File: src/rtl/arb_pkg.sv
// Shared types and helpers for the sequential round-robin / fixed-priority arbiter.
// The index helper is sized for the largest supported requester count.
package arb_pkg;

  typedef enum logic [1:0] {
    IDLE = 2'd0,
    OWN  = 2'd1,
    GAP  = 2'd2
  } arb_state_e;

  localparam int MODE_FIXED = 0;
  localparam int MODE_RR    = 1;
  localparam int MAX_N      = 64;

  // Binary index of a one-hot (or all-zero) vector; OR-accumulation is exact for one-hot input.
  function automatic logic [5:0] onehot2idx(input logic [MAX_N-1:0] oh);
    logic [5:0] idx;
    idx = '0;
    for (int i = 0; i < MAX_N; i++) begin
      if (oh[i]) idx = idx | 6'(i);
    end
    return idx;
  endfunction

endpackage

File: src/rtl/arb_pick.sv
// Combinational lowest-set-bit picker: isolates the lowest set bit of vec as a one-hot.
module arb_pick
  import arb_pkg::*;
#(
  parameter int N = 32
) (
  input  logic [N-1:0] vec,
  output logic [N-1:0] onehot,
  output logic         valid
);

  // Two's-complement trick: vec & -vec keeps only the lowest set bit.
  assign onehot = vec & (~vec + N'(1));
  assign valid  = |vec;

endmodule

File: src/rtl/arb_rr_seq.sv
// Sequential N-way arbiter with a registered one-hot grant owned until release, withdraw
// or hold-time expiry, followed by a mandatory one-cycle turnaround bubble.
module arb_rr_seq
  import arb_pkg::*;
#(
  parameter int N        = 32,
  parameter int MODE     = 1,
  parameter int HOLD_MAX = 16,
  parameter int IW       = (N > 1) ? $clog2(N) : 1
) (
  input  logic          clk,
  input  logic          rst_n,
  input  logic [N-1:0]  req,
  input  logic          rel,
  output logic [N-1:0]  grant,
  output logic          grant_valid,
  output logic [IW-1:0] grant_idx,
  output logic          expired
);

  localparam int HW = (HOLD_MAX > 1) ? $clog2(HOLD_MAX) : 1;
  localparam logic [HW-1:0] HOLD_LAST = HW'((HOLD_MAX > 0) ? HOLD_MAX - 1 : 0);

  arb_state_e    state;
  logic [HW-1:0] hold_cnt;
  logic [N-1:0]  win_oh;
  logic [IW-1:0] win_idx;
  logic          req_any;
  logic          owner_req;
  logic          hold_hit;
  logic          own_exit;

  generate
    if (MODE == MODE_RR) begin : g_rr
      logic [IW-1:0] ptr;
      logic [N-1:0]  mask;
      logic [N-1:0]  m_oh;
      logic [N-1:0]  u_oh;
      logic          m_vld;
      logic          u_vld;

      always_comb begin
        for (int i = 0; i < N; i++) mask[i] = (i >= int'(ptr));
      end

      arb_pick #(.N(N)) u_masked (.vec(req & mask), .onehot(m_oh), .valid(m_vld));
      arb_pick #(.N(N)) u_full   (.vec(req),        .onehot(u_oh), .valid(u_vld));

      // Search upward from ptr first; fall back to the wrapped (unmasked) pick.
      assign win_oh  = m_vld ? m_oh : u_oh;
      assign req_any = u_vld;

      // NOTE: sequential state is updated with non-blocking assignments only, so every
      // register samples the pre-edge values regardless of block ordering.
      always_ff @(posedge clk or negedge rst_n) begin
        if (!rst_n) begin
          ptr <= '0;
        end else if (state == OWN && own_exit) begin
          ptr <= (grant_idx == IW'(N - 1)) ? '0 : grant_idx + IW'(1);
        end
      end
    end else begin : g_fixed
      logic [N-1:0] rev;
      logic [N-1:0] rev_oh;
      logic         vld;

      // Highest index wins: pick the lowest bit of the bit-reversed request, reverse back.
      always_comb begin
        for (int i = 0; i < N; i++) rev[i] = req[N-1-i];
      end

      arb_pick #(.N(N)) u_rev (.vec(rev), .onehot(rev_oh), .valid(vld));

      always_comb begin
        for (int i = 0; i < N; i++) win_oh[i] = rev_oh[N-1-i];
      end

      assign req_any = vld;
    end
  endgenerate

  assign win_idx   = IW'(onehot2idx(64'(win_oh)));
  assign owner_req = |(req & grant);
  assign hold_hit  = (HOLD_MAX != 0) && (hold_cnt == HOLD_LAST);
  assign own_exit  = rel || !owner_req || hold_hit;

  always_ff @(posedge clk or negedge rst_n) begin
    if (!rst_n) begin
      state       <= IDLE;
      grant       <= '0;
      grant_valid <= 1'b0;
      grant_idx   <= '0;
      expired     <= 1'b0;
      hold_cnt    <= '0;
    end else begin
      expired <= 1'b0;
      unique case (state)
        IDLE, GAP: begin
          if (req_any) begin
            state       <= OWN;
            grant       <= win_oh;
            grant_valid <= 1'b1;
            grant_idx   <= win_idx;
            hold_cnt    <= '0;
          end else begin
            state <= IDLE;
          end
        end
        OWN: begin
          if (own_exit) begin
            state       <= GAP;
            grant       <= '0;
            grant_valid <= 1'b0;
            // Only a revoke caused purely by the hold limit is reported.
            expired     <= hold_hit && !rel && owner_req;
          end else if (hold_cnt != '1) begin
            hold_cnt <= hold_cnt + HW'(1);
          end
        end
        default: state <= IDLE;
      endcase
    end
  end

  a_grant_onehot : assert property (@(posedge clk) disable iff (!rst_n)
    $onehot0(grant) && (grant_valid == (|grant)));

endmodule

File: config.mk
export PLATFORM = sky130hd
export DESIGN_NAME = arb_rr_seq
export DESIGN_NICKNAME = d
export VERILOG_FILES = /design/src/rtl/arb_pkg.sv /design/src/rtl/arb_pick.sv /design/src/rtl/arb_rr_seq.sv
export SDC_FILE = /design/constraint.sdc
export NUM_CORES = 1
export LEC_CHECK = 0
export ABC_AREA = 1
export CAP_MARGIN = 40
export CORE_MARGIN = 2
export CORE_UTILIZATION = 49
export DETAILED_ROUTE_END_ITERATION = 12
export PLACE_DENSITY = 0.81
export REMOVE_ABC_BUFFERS = 1
export SETUP_SLACK_MARGIN = 0.5
export SYNTH_ARGS = -nofsm -noshare
export SYNTH_HDL_FRONTEND = slang
export SYNTH_SLANG_ARGS = --single-unit
File: constraint.sdc
create_clock -name clk -period 3.21 [get_ports clk]
set_input_delay 0.321 -clock clk [delete_from_list [all_inputs] [get_ports clk]]
set_output_delay 0.321 -clock clk [all_outputs]
set_load 0.01 [all_outputs]
### Clock network drawn from the DEF

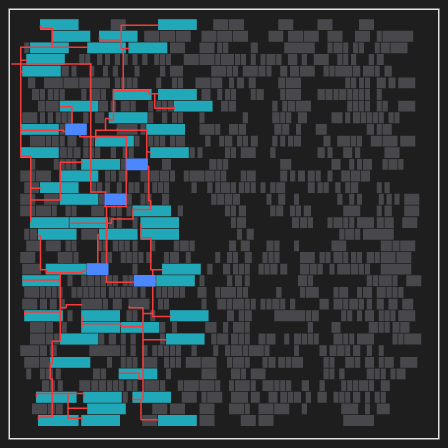
clock-net drivers: shown in blue, count 5. flip-flops: shown in cyan, count 50. clock wires: shown in red, length 591 um.
There are 6 routed clock nets.

### Cell outlines without signal wires

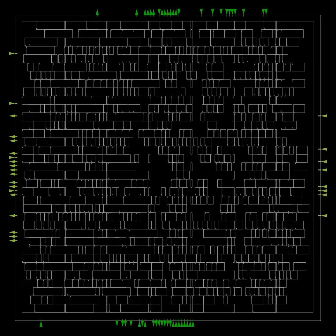
tap cells: 111
fraction of area in registers: 0.226
Final Core Density: 0.612
Flop Count: 50
fin cells: 925

==> results.yml <==
# yosys + openroad results
clock_network:
  numCtsBuffers: 5
  ctsHoldBuffers: 1
yosys:
  ys.flop_type: "dfrtp_1"
  topCombFamilyByArea: "simple AND/OR/NAND/NOR gates"
  synthAoiAreaFrac: 0.0474
  yosysCellCount: 737
  synth_cell_types: 40
sta:
  finalCritPeriodShare: 0.810
  setup_viol: 0
  setup_total_negative_slack_ns: 0
  worst_hold_slack_ns: 0.438
  tightest_slew_ns: 0.482
  slew_violations: 0
worst_setup_path:
  cpMostUsedCell: "nand2_1"
  required_ns: 3.44
  r2r_setup_slack_ns: 0.61
  crit_buf_inv: 1
  worstSetupPathType: "reg -> reg"
  path_cells: "nand2_2 > nand2_1 > nand3_1 > nand2_1 > nand2_1 > nor2_2 > nand2_2 > nor2_8 > buf_12 > nand2_2 > o21ai_1 > nor2_1 > nand2_1 > nor2_1 > a21oi_1"
  cp_top_family: "simple AND/OR/NAND/NOR gates"
  crit_end: "grant_idx[1]"
  startpoint: "g_rr.ptr[1]"
floorplan:
  fp_util: 0.498
layout:
  buffer_area_frac: 0.163
  drive_above_1_share: 0.135
  inv_count: 62
  fin_nets: 851
  area_dominant_class: "combinational gates"
routing:
  met3_length_mm: 1.28
  num_vias: 5097
  drtIter0Drc: 444
outcome:
  run_status: "completed"
grt:
  grt_pass1_wl_mm: 25.2
  grt_usage: 0.328
  grt_pass1_vias: 4792
  use_met2: 0.532
pwr:
  ir_worst_vdd_uv: 551
  p_leak_nw: 2.76
place:
  gp_congestion: 0.995
  port_buffers: 73
  dp_hpwl_mm: 13.3
### Routed metal per tile

The die is cut into 20 by 20 equal tiles; dark blue is low, red is high, scaled to the fullest tile. Values are wire area over tile area, all layers added.
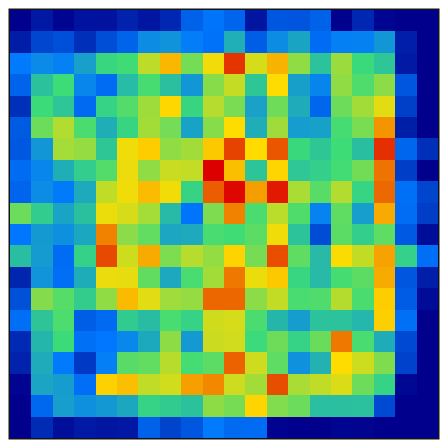
The fullest tile reaches 0.62. The densest ninth of the die: center. 44% of the tiles are over half the peak. 7.5% of the tiles are nearly empty. The mean over all tiles is 0.27.

### Register map, names as in the netlist

The bar under the picture is 20 um long.
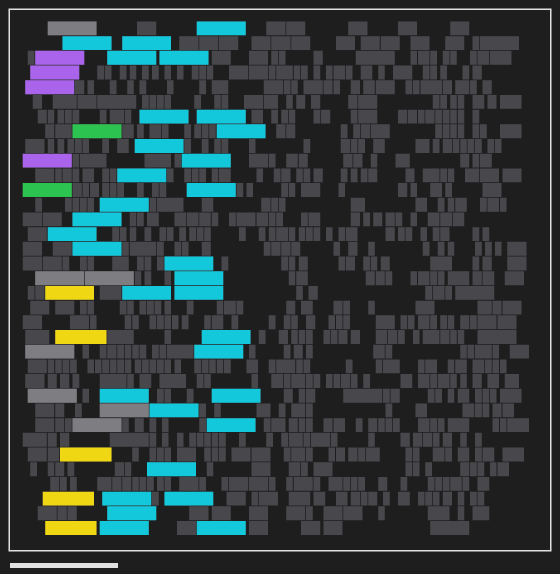
state: shown in green, placed flops 2. hold_cnt: shown in purple, placed flops 4, where upper left. grant: shown in cyan, placed flops 32. g_rr.ptr: shown in yellow, placed flops 5, where lower left.

metrics by stage:
stage | worst slack, ns | util | power, mW
global route | 0.503 | 0.612 | 3.61
finish | 0.609 | 0.612 | 3.38
global placement | 0.227 | 0.584 | 2.79
CTS | 0.508 | 0.600 | 3.27
detailed placement | 0.108 | 0.586 | 2.83
floorplan | 0.354 | - | 2.12
placed cells by master, fill, tap and decap left out, types with 6 or more instances in the layout:
cell type        synthesis  layout
nand2_1                268     268
nand2_2                 26      25
clkbuf_8                 0       8
nor3_1                  19      18
nor2_4                   7       8
o21ai_0                 11      11
inv_2                    6       6
dfrtp_1                 50      46
nor2_1                 123     120
nand3b_1                 6       6
buf_4                    8       8
nand3_2                 12      12
a21oi_1                  6       6
nand4_1                 19      19
inv_1                   55      55
o21ai_1                  6       6
nand3_1                 59      59
nor2_2                  11      13
clkdlybuf4s50_1          0      72
flip-flops by register name, indices dropped and copies added (netlist names):
name,flops
grant,32
expired,1
grant_valid,1
hold_cnt,4
state,2
g_rr.ptr,5
grant_idx,5
cell usage after synthesis (6+ instances only):
cell,number
buf_4,8
nand4_1,19
nand3b_1,6
nor2_1,123
o21ai_1,6
nor2_2,11
nor2_4,7
nand2_2,26
nand2_1,268
nand3_1,59
dfrtp_1,50
nand3_2,12
inv_1,55
o21ai_0,11
nor3_1,19
inv_2,6
a21oi_1,6
kinds of logic after synthesis:
family	after synthesis
buf+inv	81
fa+ha+maj	3
flops	50
compound gates	35
mux	1
simple gates	566
xor+xnor	1
power by group:
group | leakage (nW) | internal (mW) | switching [mW]
combinational | 2.04 | 0.696 | 1.28
sequential | 0.668 | 0.773 | 0.206
clock | 0.0575 | 0.218 | 0.207
total | 2.76 | 1.69 | 1.69
Power figures rest on the tool's default switching activity, not on a simulated workload.
